===== src/rtl/uart_pkg.sv =====
// uart_pkg: shared state types, framing constants and divisor helper for the
// UART loopback core. Optional feature: define PARITY_EN for 8E1 framing
// (even parity bit inserted after data bit 7).
package uart_pkg;

  localparam int DATA_BITS        = 8;
  localparam int BIT_IDX_W        = $clog2(DATA_BITS);
  localparam int SAMPLES_PER_BIT  = 16;
  localparam int SAMPLE_CNT_W     = $clog2(SAMPLES_PER_BIT);
  localparam int HALF_BIT_SAMPLE  = SAMPLES_PER_BIT / 2;
  localparam int DEFAULT_CLK_FREQ = 100_000_000;
  localparam int DEFAULT_BAUD     = 115_200;

  // Rounded integer division used to derive both baud divisors.
  function automatic int round_div(input int num, input int den);
    return (num + den / 2) / den;
  endfunction

`ifdef PARITY_EN
  typedef enum logic [2:0] {
    TX_IDLE, TX_START, TX_DATA, TX_PARITY, TX_STOP
  } tx_state_t;

  typedef enum logic [2:0] {
    RX_IDLE, RX_START, RX_DATA, RX_PARITY, RX_STOP
  } rx_state_t;
`else
  typedef enum logic [2:0] {
    TX_IDLE, TX_START, TX_DATA, TX_STOP
  } tx_state_t;

  typedef enum logic [2:0] {
    RX_IDLE, RX_START, RX_DATA, RX_STOP
  } rx_state_t;
`endif

endpackage


===== src/rtl/uart_rx.sv =====
// uart_rx: 16x-oversampling receiver with a 2-flop line synchroniser and the
// sticky rdy / data_out handshake. Honours PARITY_EN (even parity check).
module uart_rx
  import uart_pkg::*;
(
  input  logic                 clk,
  input  logic                 rst,
  input  logic                 rx_tick,
  input  logic                 rx_line,
  input  logic                 rdy_clr,
  output logic                 rdy,
  output logic [DATA_BITS-1:0] data_out
);

  logic                    rx_meta;
  logic                    rx_sync;
  rx_state_t               rx_state, rx_state_next;
  logic [SAMPLE_CNT_W-1:0] sample_cnt, sample_cnt_next;
  logic [BIT_IDX_W-1:0]    bit_idx, bit_idx_next;
  logic [DATA_BITS-1:0]    rx_shift, rx_shift_next;
  logic                    byte_ok;
`ifdef PARITY_EN
  logic                    parity_bit, parity_bit_next;
`endif

  // Two-flop synchroniser; resets to the idle (high) line level.
  // NOTE: sequential state uses non-blocking assignments so every flop samples pre-edge values.
  always_ff @(posedge clk or negedge rst) begin
    if (!rst) begin
      rx_meta <= 1'b1;
      rx_sync <= 1'b1;
    end else begin
      rx_meta <= rx_line;
      rx_sync <= rx_meta;
    end
  end

  // Receiver state and datapath registers.
  always_ff @(posedge clk or negedge rst) begin
    if (!rst) begin
      rx_state   <= RX_IDLE;
      sample_cnt <= '0;
      bit_idx    <= '0;
      rx_shift   <= '0;
`ifdef PARITY_EN
      parity_bit <= 1'b0;
`endif
    end else begin
      rx_state   <= rx_state_next;
      sample_cnt <= sample_cnt_next;
      bit_idx    <= bit_idx_next;
      rx_shift   <= rx_shift_next;
`ifdef PARITY_EN
      parity_bit <= parity_bit_next;
`endif
    end
  end

  // Receiver next-state logic: advances only on oversampling ticks.
  // NOTE: every signal assigned here gets a default first so no path infers a latch.
  always_comb begin
    rx_state_next   = rx_state;
    sample_cnt_next = sample_cnt;
    bit_idx_next    = bit_idx;
    rx_shift_next   = rx_shift;
    byte_ok         = 1'b0;
`ifdef PARITY_EN
    parity_bit_next = parity_bit;
`endif
    if (rx_tick) begin
      case (rx_state)
        RX_IDLE: begin
          if (!rx_sync) begin
            rx_state_next   = RX_START;
            sample_cnt_next = '0;
          end
        end
        RX_START: begin
          // Re-check the start bit at its midpoint to reject glitches.
          if (sample_cnt == SAMPLE_CNT_W'(HALF_BIT_SAMPLE - 1)) begin
            sample_cnt_next = '0;
            if (!rx_sync) begin
              rx_state_next = RX_DATA;
              bit_idx_next  = '0;
            end else begin
              rx_state_next = RX_IDLE;
            end
          end else begin
            sample_cnt_next = sample_cnt + SAMPLE_CNT_W'(1);
          end
        end
        RX_DATA: begin
          if (sample_cnt == SAMPLE_CNT_W'(SAMPLES_PER_BIT - 1)) begin
            sample_cnt_next = '0;
            rx_shift_next   = {rx_sync, rx_shift[DATA_BITS-1:1]};
            if (bit_idx == BIT_IDX_W'(DATA_BITS - 1)) begin
`ifdef PARITY_EN
              rx_state_next = RX_PARITY;
`else
              rx_state_next = RX_STOP;
`endif
            end else begin
              bit_idx_next = bit_idx + BIT_IDX_W'(1);
            end
          end else begin
            sample_cnt_next = sample_cnt + SAMPLE_CNT_W'(1);
          end
        end
`ifdef PARITY_EN
        RX_PARITY: begin
          if (sample_cnt == SAMPLE_CNT_W'(SAMPLES_PER_BIT - 1)) begin
            sample_cnt_next = '0;
            parity_bit_next = rx_sync;
            rx_state_next   = RX_STOP;
          end else begin
            sample_cnt_next = sample_cnt + SAMPLE_CNT_W'(1);
          end
        end
`endif
        RX_STOP: begin
          // A low stop bit (or bad parity) silently drops the byte.
          if (sample_cnt == SAMPLE_CNT_W'(SAMPLES_PER_BIT - 1)) begin
            sample_cnt_next = '0;
            rx_state_next   = RX_IDLE;
`ifdef PARITY_EN
            byte_ok = rx_sync && ((^rx_shift) == parity_bit);
`else
            byte_ok = rx_sync;
`endif
          end else begin
            sample_cnt_next = sample_cnt + SAMPLE_CNT_W'(1);
          end
        end
        default: rx_state_next = RX_IDLE;
      endcase
    end
  end

  // Sticky rdy flag; a completing byte wins over a simultaneous clear.
  always_ff @(posedge clk or negedge rst) begin
    if (!rst) begin
      rdy      <= 1'b0;
      data_out <= '0;
    end else if (byte_ok) begin
      rdy      <= 1'b1;
      data_out <= rx_shift;
    end else if (rdy_clr) begin
      rdy      <= 1'b0;
    end
  end

endmodule


===== src/rtl/uart_loopback_top.sv =====
// uart_loopback_top: baud generator and transmitter FSM whose serial line is
// looped internally into uart_rx. Define PARITY_EN for 8E1 framing.
module uart_loopback_top
  import uart_pkg::*;
#(
  parameter int CLK_FREQ   = DEFAULT_CLK_FREQ,
  parameter int BAUD       = DEFAULT_BAUD,
  parameter int OVERSAMPLE = SAMPLES_PER_BIT
) (
  input  logic                 clk,
  input  logic                 rst,
  input  logic                 rdy_clr,
  input  logic                 tx_start,
  input  logic [DATA_BITS-1:0] data_in,
  output logic                 busy,
  output logic                 rdy,
  output logic [DATA_BITS-1:0] data_out
);

  localparam int TX_DIV = round_div(CLK_FREQ, BAUD);
  localparam int RX_DIV = round_div(CLK_FREQ, BAUD * OVERSAMPLE);
  localparam int TX_CW  = (TX_DIV > 1) ? $clog2(TX_DIV) : 1;
  localparam int RX_CW  = (RX_DIV > 1) ? $clog2(RX_DIV) : 1;

  logic [TX_CW-1:0]     tx_cnt;
  logic [RX_CW-1:0]     rx_cnt;
  logic                 tx_tick;
  logic                 rx_tick;

  tx_state_t            tx_state, tx_state_next;
  logic [BIT_IDX_W-1:0] tx_bit_idx, tx_bit_idx_next;
  logic [DATA_BITS-1:0] tx_shift, tx_shift_next;
  logic                 tx_line, tx_line_next;
  logic                 tx_start_q;
  logic                 start_edge;

  assign tx_tick = (tx_cnt == TX_CW'(TX_DIV - 1));
  assign rx_tick = (rx_cnt == RX_CW'(RX_DIV - 1));

  // Free-running baud counters; each wrap emits a one-clock tick.
  always_ff @(posedge clk or negedge rst) begin
    if (!rst) begin
      tx_cnt <= '0;
      rx_cnt <= '0;
    end else begin
      tx_cnt <= tx_tick ? '0 : tx_cnt + TX_CW'(1);
      rx_cnt <= rx_tick ? '0 : rx_cnt + RX_CW'(1);
    end
  end

  // Transmitter state, datapath, line register and tx_start edge detector.
  always_ff @(posedge clk or negedge rst) begin
    if (!rst) begin
      tx_state   <= TX_IDLE;
      tx_bit_idx <= '0;
      tx_shift   <= '0;
      tx_line    <= 1'b1;
      tx_start_q <= 1'b0;
    end else begin
      tx_state   <= tx_state_next;
      tx_bit_idx <= tx_bit_idx_next;
      tx_shift   <= tx_shift_next;
      tx_line    <= tx_line_next;
      tx_start_q <= tx_start;
    end
  end

  // Only a fresh rising edge launches a frame; a held level does not.
  assign start_edge = tx_start & ~tx_start_q;

  // Transmitter next-state logic; the line level is registered from the next state.
  always_comb begin
    tx_state_next   = tx_state;
    tx_bit_idx_next = tx_bit_idx;
    tx_shift_next   = tx_shift;
    case (tx_state)
      TX_IDLE: begin
        if (start_edge) begin
          tx_shift_next = data_in;
          tx_state_next = TX_START;
        end
      end
      TX_START: begin
        if (tx_tick) begin
          tx_state_next   = TX_DATA;
          tx_bit_idx_next = '0;
        end
      end
      TX_DATA: begin
        if (tx_tick) begin
          if (tx_bit_idx == BIT_IDX_W'(DATA_BITS - 1)) begin
`ifdef PARITY_EN
            tx_state_next = TX_PARITY;
`else
            tx_state_next = TX_STOP;
`endif
          end else begin
            tx_bit_idx_next = tx_bit_idx + BIT_IDX_W'(1);
          end
        end
      end
`ifdef PARITY_EN
      TX_PARITY: begin
        if (tx_tick) tx_state_next = TX_STOP;
      end
`endif
      TX_STOP: begin
        if (tx_tick) tx_state_next = TX_IDLE;
      end
      default: tx_state_next = TX_IDLE;
    endcase

    case (tx_state_next)
      TX_START:  tx_line_next = 1'b0;
      TX_DATA:   tx_line_next = tx_shift_next[tx_bit_idx_next];
`ifdef PARITY_EN
      TX_PARITY: tx_line_next = ^tx_shift_next;
`endif
      default:   tx_line_next = 1'b1;
    endcase
  end

  assign busy = (tx_state != TX_IDLE);

  uart_rx u_rx (
    .clk      (clk),
    .rst      (rst),
    .rx_tick  (rx_tick),
    .rx_line  (tx_line),
    .rdy_clr  (rdy_clr),
    .rdy      (rdy),
    .data_out (data_out)
  );

endmodule


===== config.mk =====
export PLATFORM = sky130hd
export DESIGN_NAME = uart_loopback_top
export DESIGN_NICKNAME = d
export VERILOG_FILES = /design/src/rtl/uart_pkg.sv /design/src/rtl/uart_rx.sv /design/src/rtl/uart_loopback_top.sv
export SDC_FILE = /design/constraint.sdc
export NUM_CORES = 1
export LEC_CHECK = 0
export ABC_AREA = 1
export CAP_MARGIN = 20
export CORE_MARGIN = 2
export CORE_UTILIZATION = 30
export DETAILED_ROUTE_END_ITERATION = 10
export GPL_TIMING_DRIVEN = 1
export PLACE_DENSITY = 0.51
export SLEW_MARGIN = 5
export SYNTH_ARGS = -nofsm -noshare
export SYNTH_HDL_FRONTEND = slang
export SYNTH_SLANG_ARGS = --single-unit

===== constraint.sdc =====
create_clock -name clk -period 1.7 [get_ports clk]
set_clock_uncertainty 0.1 [all_clocks]
set_input_delay 0.255 -clock clk [delete_from_list [all_inputs] [get_ports clk]]
set_output_delay 0.255 -clock clk [all_outputs]
set_load 0.01 [all_outputs]

==> flow_summary.yaml, run 1 <==
# physical design summary
synthesis:
  ys_seq_share_pct: 52.40
  synthArstFlopShare_pct: 100.0
  synth_flops: 60
  edf_count: 0
  syn_area_per_cell_um2: 8.758
  synth.distinct_cells: 38
  yosysWarnings: 0
floorplan:
  fp_util_pct: 30.94
  ios: 22
timing:
  finalHoldViolCount: 0
  period_needed_ns: 1.711
  rsz0062_at_grt: "true"
  fmax_mhz: 584.3
  finalSetupViolations: 1
  layout_setup_ws_ns: -0.01141
critical_path:
  r2r_slack_ns: -0.01
  critPathSlowestCell: "dfrtp_1"
  crit_chain: "ha_4 -> nand2_1 -> nor2_1 -> nand3_2 -> nand2_1 -> nand3_2 -> nand2_4 -> inv_2 -> nand3_1 -> nand3_1 -> nand2_1 -> nand2_1 -> nand2_1"
  critPathMaxFanout: 4
  cp_common_cell: "nand2_1"
  worstPathRequired_ns: 1.88
routing:
  dr.pass1.iters: 4
  drc: 0
cts:
  cts_made_buffers: 9
cells_and_area:
  nNetsFinal: 412
  antennaDiodeCount: 0
  lay_top_count: "nand2_1"
  finalInstanceArea_mm2: 0.003919
  fillers: 934
status:
  violations: "setup timing"
  status: "finished, violations left"
grt:
  overflow: 0
  grt_pass1_wl_um: 9522
  grt_use_total_pct: 11.67
pwr:
  p_per_area_mw_per_mm2: 753.5
  top_power_group: "registers"
  seqPwrFrac_pct: 50.5
  p_switching_uw: 644.2
  p_leak_uw: 0.001882
placement:
  hpwl_um: 3795
job:
  cap_violations: 0
  warnings: 28
-- run 1: kinds of logic after synthesis --
family	synth area share [%]
simple gates	23.56
buf+inv	8.406
flops	52.40
compound gates	11.76
fa+ha+maj	3.049
other cells	0.1305
xor+xnor	0.3049
mux	0.3920
-- run 1: what timing repair did --
item,in CTS,in global routing
hold buffers,1,0
setup endpoints to repair,2,16
endpoints found under the hold margin,12,0
buffers inserted,5,7
pin swaps,7,13
resized,10,41
-- run 1: cell usage after synthesis (2+ instances only) --
master / instances / area [um^2]
nand2_1: 70 / 262.8
dfrtp_1: 57 / 1426
inv_1: 54 / 202.7
o21ai_0: 24 / 120.1
nand3_1: 23 / 115.1
nor2_1: 18 / 67.56
a21oi_1: 12 / 60.06
o21ai_1: 9 / 45.04
ha_1: 7 / 87.58
nor3_1: 7 / 35.03
inv_2: 5 / 18.77
o21ai_2: 5 / 43.79
dfstp_2: 3 / 78.83
clkbuf_1: 2 / 7.510
nand2_2: 2 / 12.51
nand2_4: 2 / 22.52
nand3_2: 2 / 20.02
nand3_4: 2 / 35.03
nor2_2: 2 / 12.51
nor2_4: 2 / 22.52
o22ai_1: 2 / 12.51
or2_2: 2 / 12.51
-- run 1: worst paths after layout --
check | from | endpoint | cells after the start
setup / recovery | tx_cnt[0] | tx_line | 13
hold / removal | rst | rx_cnt[2] | 2
setup reg to reg | tx_cnt[0] | tx_line | 13
hold reg to reg | u_rx.rx_meta | u_rx.rx_sync | 0
max in group asynchronous | rst | u_rx.rx_meta | 3
min in group clk | u_rx.rx_meta | u_rx.rx_sync | 0
-- run 1: per-layer routing --
metal  routed length, um  GRT usage (%)  part of all wire [%]  vias to the layer above
li1                    -              -                     -                     1187
met4                 100          4.513                   1.8                        0
met2                2624          18.62                    47                       29
met1                2693          14.07                    48                     1040
met3                 222          4.925                   3.9                       12
met5                   0              0                     0                        -
-- run 1: area by class of cell --
| cell class | count | area [um^2] | area share (%) |
|---|---|---|---|
| repair buffers | 57 | 539.3 | 13.76 |
| clock buffers | 12 | 155.1 | 3.959 |
| well taps | 129 | 161.4 | 4.119 |
| inverters | 60 | 226.5 | 5.779 |
| clock inverters | 2 | 35.03 | 0.8940 |
| flip-flops and latches | 60 | 1506 | 38.44 |
| multi-input cells | 205 | 1295 | 33.05 |
-- run 1: sequential cells by signal, indices dropped and copies added (netlist names), 3 cells and up --
signal,flops
tx_shift,8
rx_cnt,6
u_rx.rx_shift,8
u_rx.bit_idx,3
tx_bit_idx,3
tx_state,3
tx_cnt,10
u_rx.data_out,8
u_rx.sample_cnt,4
-- run 1: per-stage QoR --
| step | setup slack, ns | TNS, ns | total power (uW) | utilization (%) | hold slack (ns) |
|---|---|---|---|---|---|
| 2_1_floorplan | 0.05997 | 0 | 1594 | - | -0.1406 |
| 6_report | -0.01141 | -0.01141 | 2953 | 42.21 | 0.2563 |
| 3_3_place_gp | -0.1514 | -0.1514 | 1686 | 36.99 | 0.09870 |
| 3_5_place_dp | -0.2296 | -0.2299 | 1691 | 36.99 | 0.09843 |
| 5_1_grt | -0.1317 | -0.2998 | 3099 | 42.21 | 0.2594 |
| 4_1_cts | 0.0005784 | 0 | 2989 | 39.97 | 0.2562 |
Fig. 1: run 1, pin placement
Drawn at 4 px/um. Pins as bars across the die edge, other pins in grey.
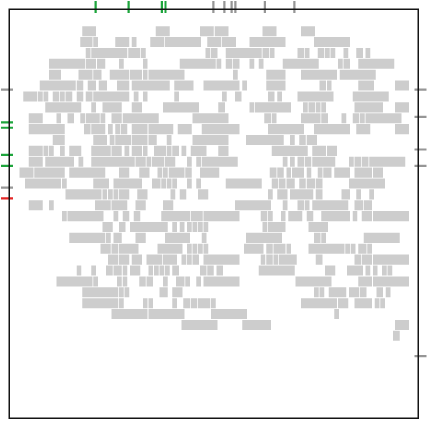
green -> data_in  # pins 8, direction input, edge 4 top, 4 left
red -> busy  # pins 1, direction output, edge left
Port-buffer cells: 21
Die Y: 101.9 um
Die Wd: 101.9 um

Fig. 2: run 1, I/O nets highlighted
Drawn at 3 px/um.
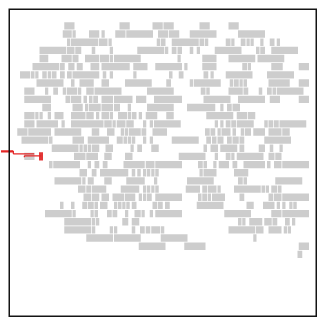
red -> busy  # direction output, end cells 1, buffers 1, wire 14.3 um

Fig. 3: run 1, drive-strength map
Drawn at 4 px/um.
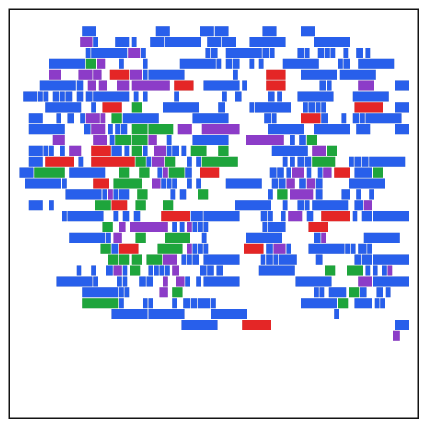
purple -> x2  # cells 51, share 13%
blue -> x1 and smaller  # cells 281, share 71%
red -> x6 and larger  # cells 20, share 5.1%
green -> x3 and x4  # cells 44, share 11%

Fig. 4: run 1, placement view
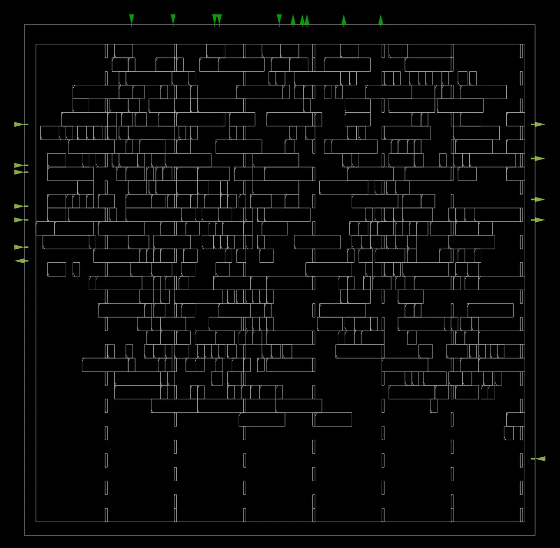
core area: 0.009284 mm^2
Layout Cells excl Fill: 525
fraction of area in registers: 38.44%
FF+latch count: 60
std cell rows: 35

==> run 2, diff against run 1 <==
--- a/config.mk
+++ b/config.mk
@@ -11,6 +11,7 @@
 export CORE_UTILIZATION = 30
 export DETAILED_ROUTE_END_ITERATION = 10
 export GPL_TIMING_DRIVEN = 1
+export MAX_ROUTING_LAYER = met4
 export PLACE_DENSITY = 0.51
 export SLEW_MARGIN = 5
 export SYNTH_ARGS = -nofsm -noshare
Fig. 5: run 2, I/O nets highlighted
Drawn at 3 px/um.
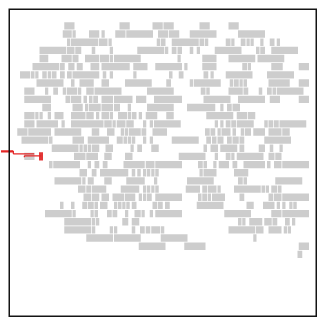
red -> busy  # direction output, end cells 1, buffers 1, wire 14.3 um

Fig. 6: run 2, signal wires by layer
Drawn at 4 px/um. Only two layers are drawn.
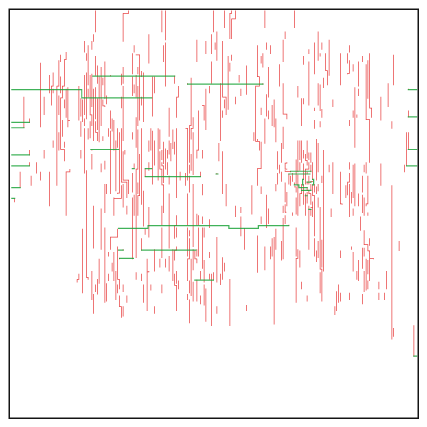
red -> M2  # wire length 2,610 um
green -> M3  # wire length 216 um
DR vias: 2,288
final wirelength: 5658 um
Total GRT Usage: 11.98%

Fig. 7: run 2, drive-strength map
Drawn at 4 px/um.
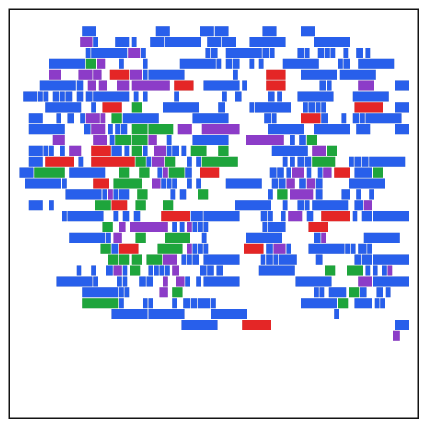
red -> x6 and larger  # cells 20, share 5.1%
purple -> x2  # cells 51, share 13%
green -> x3 and x4  # cells 44, share 11%
blue -> x1 and smaller  # cells 281, share 71%
Non-clk bufs: 57
post-route setup slack: -0.01030 ns
Area growth, synth to finish: 36.41%
Final Cell Area: 0.003919 mm^2

==> flow_summary.yaml, run 2 <==
# physical design summary
status:
  status: "finished, violations left"
  violations: "setup timing"
cells_and_area:
  instances_no_fill: 525
  largest_register_ffs: 10
  logic_area_mm2: 0.001295
  seq_area_mm2: 0.001506
  lay_top_count: "nand2_1"
  nNetsFinal: 412
  drive_gt1_share_pct: 29.04
  antennaDiodeCount: 0
  fillers: 934
  largest-register: "tx_cnt"
min_path:
  hold_end: "u_rx.rx_sync"
  min_path_cells: 0
  hold_path.startpoint: "u_rx.rx_meta"
synthesis:
  yosys.stat.chipArea_mm2: 0.002873
  top_area_cell: "dfrtp_1"
  synthArstFlopShare_pct: 100.0
  syn_area_per_cell_um2: 8.758
  synth_top_area_share_pct: 49.65
  yosysWarnings: 0
  top_cells_by_area: "dfrtp_1 50%, nand2_1 9.1%, inv_1 7.1%, o21ai_0 4.2%, nand3_1 4.0%"
  synth_flops: 60
  syn_area_mm2: 0.002873
  synthTopCellsByCount: "70 x nand2_1, 57 x dfrtp_1, 54 x inv_1"
  synth_cells: 328
  edf_count: 0
  synth.distinct_cells: 38
  ys_cells: 328
  ff_type: "dfrtp_1"
  ys_seq_share_pct: 52.40
  synth_top_cell_by_count: "nand2_1"
critical_path:
  reg2reg_depth: 13
  r2r_slack_ns: -0.01
  rr_startpoint: "tx_cnt[0]"
  worstPathRequired_ns: 1.88
  endpoint_kind: "flop"
  worst_setup_path_start_kind: "flop"
  regToRegEndpoint: "tx_line"
  critPathMaxFanout: 4
cts:
  cts.sinks: 60
  clkLatencyLatePin_ns: 0.34
  cts_made_buffers: 9
pwr:
  seqPwrFrac_pct: 50.6
  p_switching_uw: 641.8
  p_comb_share_pct: 7.0
  vdd_ir_drop_max_mv: 0.4699
  p_clk_share_pct: 42.4
  p_leak_uw: 0.001882
  p_per_area_mw_per_mm2: 752.9
floorplan:
  ios: 22
  dieHeight_um: 101.9
  chipArea_mm2: 0.01037
  fp_util_pct: 30.94
  row_count: 35
  core_area_mm2: 0.009284
  fp.dieW_um: 101.9
job:
  cap_violations: 0
  warnings: 28
placement:
  gp_congestion: 0.8573
  port_buffers: 21
  hpwl_um: 3795
  preCtsSetupSlack_ns: -0.2296
timing:
  layout_setup_ws_ns: -0.01030
  finalHoldViolCount: 0
  rsz0062_at_grt: "true"
  fmax_mhz: 584.7
  holdWs_ns: 0.2548
  finalMaxSlewViolations: 0
  period_needed_ns: 1.710
  finalSetupViolations: 1
routing:
  drc: 0
  dr.pass1.iters: 4
grt:
  grt_pass1_wl_um: 9487
  overflow: 0
-- run 2: worst max path at each step --
stage	start	to	slack [ns]	depth (start not counted)
after detailed placement	tx_start	tx_line	-0.23	9
after global routing	tx_cnt[0]	tx_line	-0.13	9
final	tx_cnt[0]	tx_line	-0.01	13
after global placement	tx_start	tx_line	-0.15	9
after CTS	tx_bit_idx[1]	tx_line	0.0006	12
after floorplan	rx_cnt[1]	u_rx.rx_state[1]	0.06	9
-- run 2: per-layer routing --
metal,vias up,global-route usage (%),part of all wire (%)
li1,1180,-,-
met1,1047,14.03,48
met2,44,18.62,46
met3,17,4.514,3.8
met4,0,4.821,2.1
met5,-,-,0
-- run 2: worst max-delay path, stage by stage, from the launching register on --
cell	delay, ns
dfrtp_1	0.40
ha_4	0.18
nand2_1	0.05
nor2_1	0.10
nand3_2	0.12
nand2_1	0.11
nand3_2	0.10
nand2_4	0.11
inv_2	0.05
nand3_1	0.07
nand3_1	0.08
nand2_1	0.07
nand2_1	0.05
nand2_1	0.06
-- run 2: logic make-up after synthesis --
| group | share of synthesized area, % |
|---|---|
| adders and majority gates | 3.049 |
| other | 0.1305 |
| xor gates and xnor gates | 0.3049 |
| DFF | 52.40 |
| buffers and inverters | 8.406 |
| and+or+nand+nor | 23.56 |
| muxes | 0.3920 |
| AOI/OAI and AO/OA | 11.76 |
-- run 2: repair_timing --
| action | in CTS | in global routing |
|---|---|---|
| resized | 10 | 41 |
| setup buffers | 5 | 7 |
| setup endpoints to repair | 2 | 16 |
| endpoints found under the hold margin | 12 | 0 |
| hold buffers | 1 | 0 |
| pin swaps | 7 | 13 |
-- run 2: stage by stage --
step / utilization (%) / setup TNS [ns] / power, uW / instance area [um^2]
after floorplan: - / 0 / 1594 / 2873
after global placement: 36.99 / -0.1514 / 1686 / 3435
after detailed placement: 36.99 / -0.2299 / 1691 / 3435
after CTS: 39.97 / 0 / 2989 / 3711
after global routing: 42.21 / -0.2990 / 3093 / 3919
final: 42.21 / -0.01030 / 2951 / 3919
-- run 2: area by class of cell --
| type | count | area share [%] |
|---|---|---|
| repair buffers | 57 | 13.76 |
| clock inverters | 2 | 0.8940 |
| multi-input cells | 205 | 33.05 |
| well taps | 129 | 4.119 |
| flip-flops and latches | 60 | 38.44 |
| clock buffers | 12 | 3.959 |
| inverters | 60 | 5.779 |
-- run 2: power groups by stage --
stage | clock [uW] | sequential [uW] | combinational [uW]
floorplan | 0 | 1510 | 82.2
finish | 1250 | 1490 | 206
global route | 1370 | 1500 | 230
CTS | 1310 | 1490 | 191
detailed placement | 0 | 1520 | 175
global placement | 0 | 1520 | 170
Fig. 8: run 2, pin placement
Drawn at 4 px/um. Pins as bars across the die edge, other pins in grey.
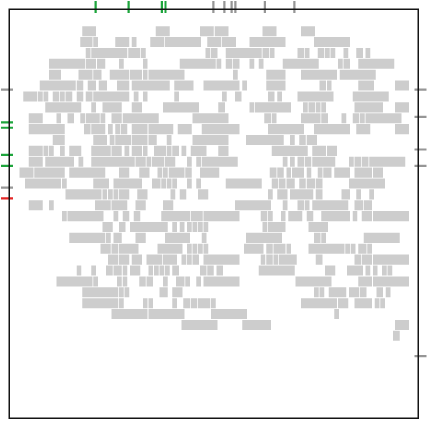

==> run 3, diff against run 2 <==
--- a/config.mk
+++ b/config.mk
@@ -7,12 +7,14 @@
 export LEC_CHECK = 0
 export ABC_AREA = 1
 export CAP_MARGIN = 20
+export CELL_PAD_IN_SITES_DETAIL_PLACEMENT = 0
+export CELL_PAD_IN_SITES_GLOBAL_PLACEMENT = 1
 export CORE_MARGIN = 2
 export CORE_UTILIZATION = 30
 export DETAILED_ROUTE_END_ITERATION = 10
 export GPL_TIMING_DRIVEN = 1
 export MAX_ROUTING_LAYER = met4
-export PLACE_DENSITY = 0.51
+export PLACE_DENSITY = 0.62
 export SLEW_MARGIN = 5
 export SYNTH_ARGS = -nofsm -noshare
 export SYNTH_HDL_FRONTEND = slang
Fig. 9: run 3, pin placement
Drawn at 4 px/um. Pins as bars across the die edge, other pins in grey.
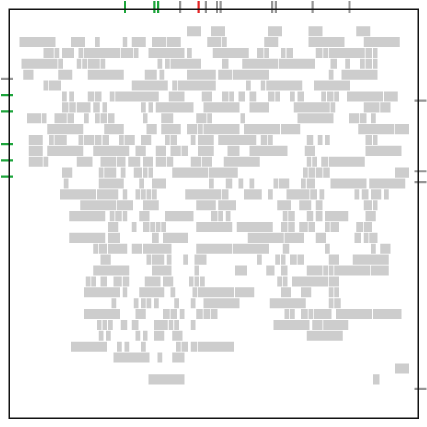
green -> data_in  # pins 8, direction input, edge 5 left, 3 top
red -> busy  # pins 1, direction output, edge top

Fig. 10: run 3, placement view
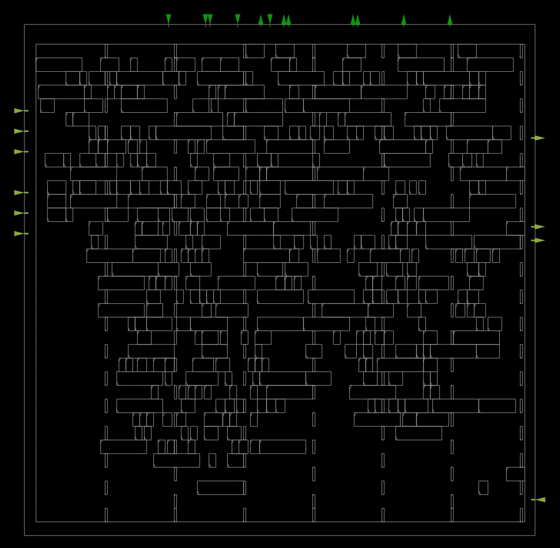
Layout Cells excl Fill: 530
final core occ: 42.06%
fraction of area in registers: 38.58%
Well-Tap Cells: 129

Fig. 11: run 3, drive-strength map
Drawn at 4 px/um.
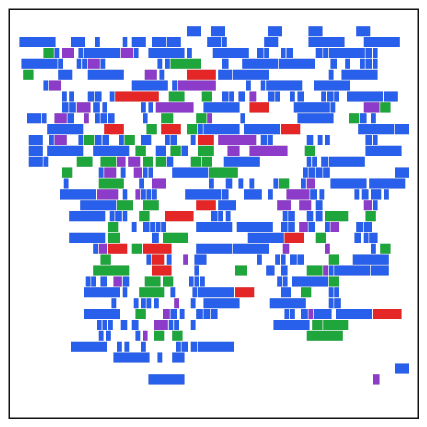
green -> x3 and x4  # cells 54, share 13%
purple -> x2  # cells 43, share 11%
blue -> x1 and smaller  # cells 288, share 72%
red -> x6 and larger  # cells 16, share 4.0%
Final Cell Area: 0.003905 mm^2
Area growth, synth to finish: 35.93%
Non-clk bufs: 60

==> flow_summary.yaml, run 3 <==
# physical design summary
status:
  status: "finished, final reports clean"
cells_and_area:
  largest_register_ffs: 10
  lay_top_count: "nand2_1"
  nNetsFinal: 415
  antennaDiodeCount: 0
  drive_gt1_share_pct: 28.18
  largest-register: "tx_cnt"
synthesis:
  ys_cells: 328
  top_area_cell: "dfrtp_1"
  edf_count: 0
  ff_type: "dfrtp_1"
  top_cells_by_area: "dfrtp_1 50%, nand2_1 9.1%, inv_1 7.1%, o21ai_0 4.2%, nand3_1 4.0%"
  synth_top_cell_by_count: "nand2_1"
  yosys.stat.chipArea_mm2: 0.002873
  synthTopCellsByCount: "70 x nand2_1, 57 x dfrtp_1, 54 x inv_1"
  yosysWarnings: 0
  synthArstFlopShare_pct: 100.0
  syn_area_per_cell_um2: 8.758
  ys_seq_share_pct: 52.40
  synth.distinct_cells: 38
  synth_cells: 328
  synth_flops: 60
  synth_top_area_share_pct: 49.65
  syn_area_mm2: 0.002873
floorplan:
  fp_util_pct: 30.94
  ios: 22
  row_count: 35
  dieHeight_um: 101.9
  fp.dieW_um: 101.9
  chipArea_mm2: 0.01037
  core_area_mm2: 0.009284
timing:
  holdWs_ns: 0.2564
  period_needed_ns: 1.661
  fmax_mhz: 601.9
  finalMaxSlewViolations: 0
  layout_setup_ws_ns: 0.03871
  rsz0062_at_grt: "true"
  finalHoldViolCount: 0
  finalSetupViolations: 0
critical_path:
  path_delay_family: "simple AND/OR/NAND/NOR gates"
  worstPathRequired_ns: 1.88
  crit_chain: "ha_4 -> nand2_1 -> nor2_1 -> nand3_2 -> nand2_1 -> nand3_2 -> nand2_4 -> inv_2 -> nand3_1 -> nand3_1 -> nand2_1 -> nand2_1 -> nand2_1"
  critPathMaxFanout: 4
  endpoint_kind: "flop"
  critPathSlowestCell: "dfrtp_1"
  critPathKind: "reg -> reg"
  cp_num_buf_inv: 1
  cpPeakStageDelay_ns: 0.39
  cp_common_cell: "nand2_1"
  worst_setup_path_start_kind: "flop"
  rr_startpoint: "tx_cnt[0]"
  critPathLaunch: "tx_cnt[0]"
job:
  cap_violations: 0
  warnings: 28
cts:
  cts_made_buffers: 9
  h-tree-depth: 3
  cts.sinks: 60
  clkLatencyLatePin_ns: 0.34
routing:
  wl_um: 5668
  drt_first_iter_violations: 59
  drc: 0
  dr.pass1.iters: 4
  num_vias: 2255
grt:
  grt_pass1_wl_um: 10470
  grt_use_total_pct: 13.17
  overflow: 0
placement:
  hpwl_um: 4002
  preCtsSetupSlack_ns: -0.1949
  port_buffers: 21
  gp_congestion: 0.7827
min_path:
  hold_path.startpoint: "u_rx.rx_meta"
pwr:
  p_leak_uw: 0.001891
  vdd_ir_drop_max_mv: 0.3875
  p_per_area_mw_per_mm2: 766.2
## run 3: layout make-up
type                            count  area (um^2)
Fill cell                         980         5379
Tap cell                          129        161.4
Multi-Input combinational cell    205         1270
Timing Repair Buffer               60        541.8
Clock buffer                        9        123.9
Inverter                           60        226.5
Sequential cell                    60         1506
Clock inverter                      7        75.07
## run 3: worst paths after layout
check / to / slack, ns / depth (start not counted)
max in group asynchronous: tx_line / 0.62 / 3
min reg2reg: u_rx.rx_sync / 0.26 / 0
min: u_rx.rx_sync / 0.26 / 0
min in group asynchronous: tx_bit_idx[0] / 0.31 / 2
max reg2reg: tx_line / 0.04 / 13
max: tx_line / 0.04 / 13
## run 3: cell families (layout without fill, tap and decap cells)
group / count (synthesis) / in the layout / synth area share [%]
AOI/OAI and AO/OA: 59 / 59 / 11.76
xor gates and xnor gates: 1 / 1 / 0.3049
adders and majority gates: 7 / 7 / 3.049
buffers and inverters: 63 / 136 / 8.406
DFF: 60 / 60 / 52.40
muxes: 1 / 1 / 0.3920
other: 1 / 1 / 0.1305
and+or+nand+nor: 136 / 136 / 23.56
## run 3: where the power goes
part,total [uW],internal [uW],switching (uW)
Sequential,1490,1470,17.0
Clock,1300,684,618
Combinational,200,98.2,102
## run 3: per-stage QoR
stage | power, uW | util [%] | cells | area [um^2] | TNS, ns
after floorplan | 1594 | - | 328 | 2873 | 0
after global placement | 1697 | 37.35 | 504 | 3467 | -0.2626
after detailed placement | 1699 | 37.35 | 504 | 3467 | -0.3254
after CTS | 3043 | 40.49 | 526 | 3759 | 0
after global routing | 3131 | 42.06 | 530 | 3905 | -0.4492
final | 2992 | 42.06 | 530 | 3905 | 0
## run 3: per-layer routing
layer  GRT usage [%]  vias to the layer above  share of wire [%]
li1                -                     1186                  -
met1           16.95                     1037                 48
met2           19.99                       21                 48
met3           3.283                       11                2.8
met4           5.231                        0                1.7
met5               -                        -                  0
## run 3: timing repair
action                     4_1_cts  5_1_grt
hold buffers                     1        0
hold endpoints to repair        15        0
pin swaps                        8       16
gates resized                   11       35
gates cloned                     0        0
setup endpoints to repair        3       28
setup buffers                    5        4
## run 3: worst register-to-register path: stages (launching register included)
cell	delay, ns
dfrtp_1	0.39
ha_4	0.18
nand2_1	0.05
nor2_1	0.11
nand3_2	0.13
nand2_1	0.10
nand3_2	0.09
nand2_4	0.10
inv_2	0.05
nand3_1	0.07
nand3_1	0.07
nand2_1	0.07
nand2_1	0.04
nand2_1	0.05
Power figures rest on the tool's default switching activity, not on a simulated workload.
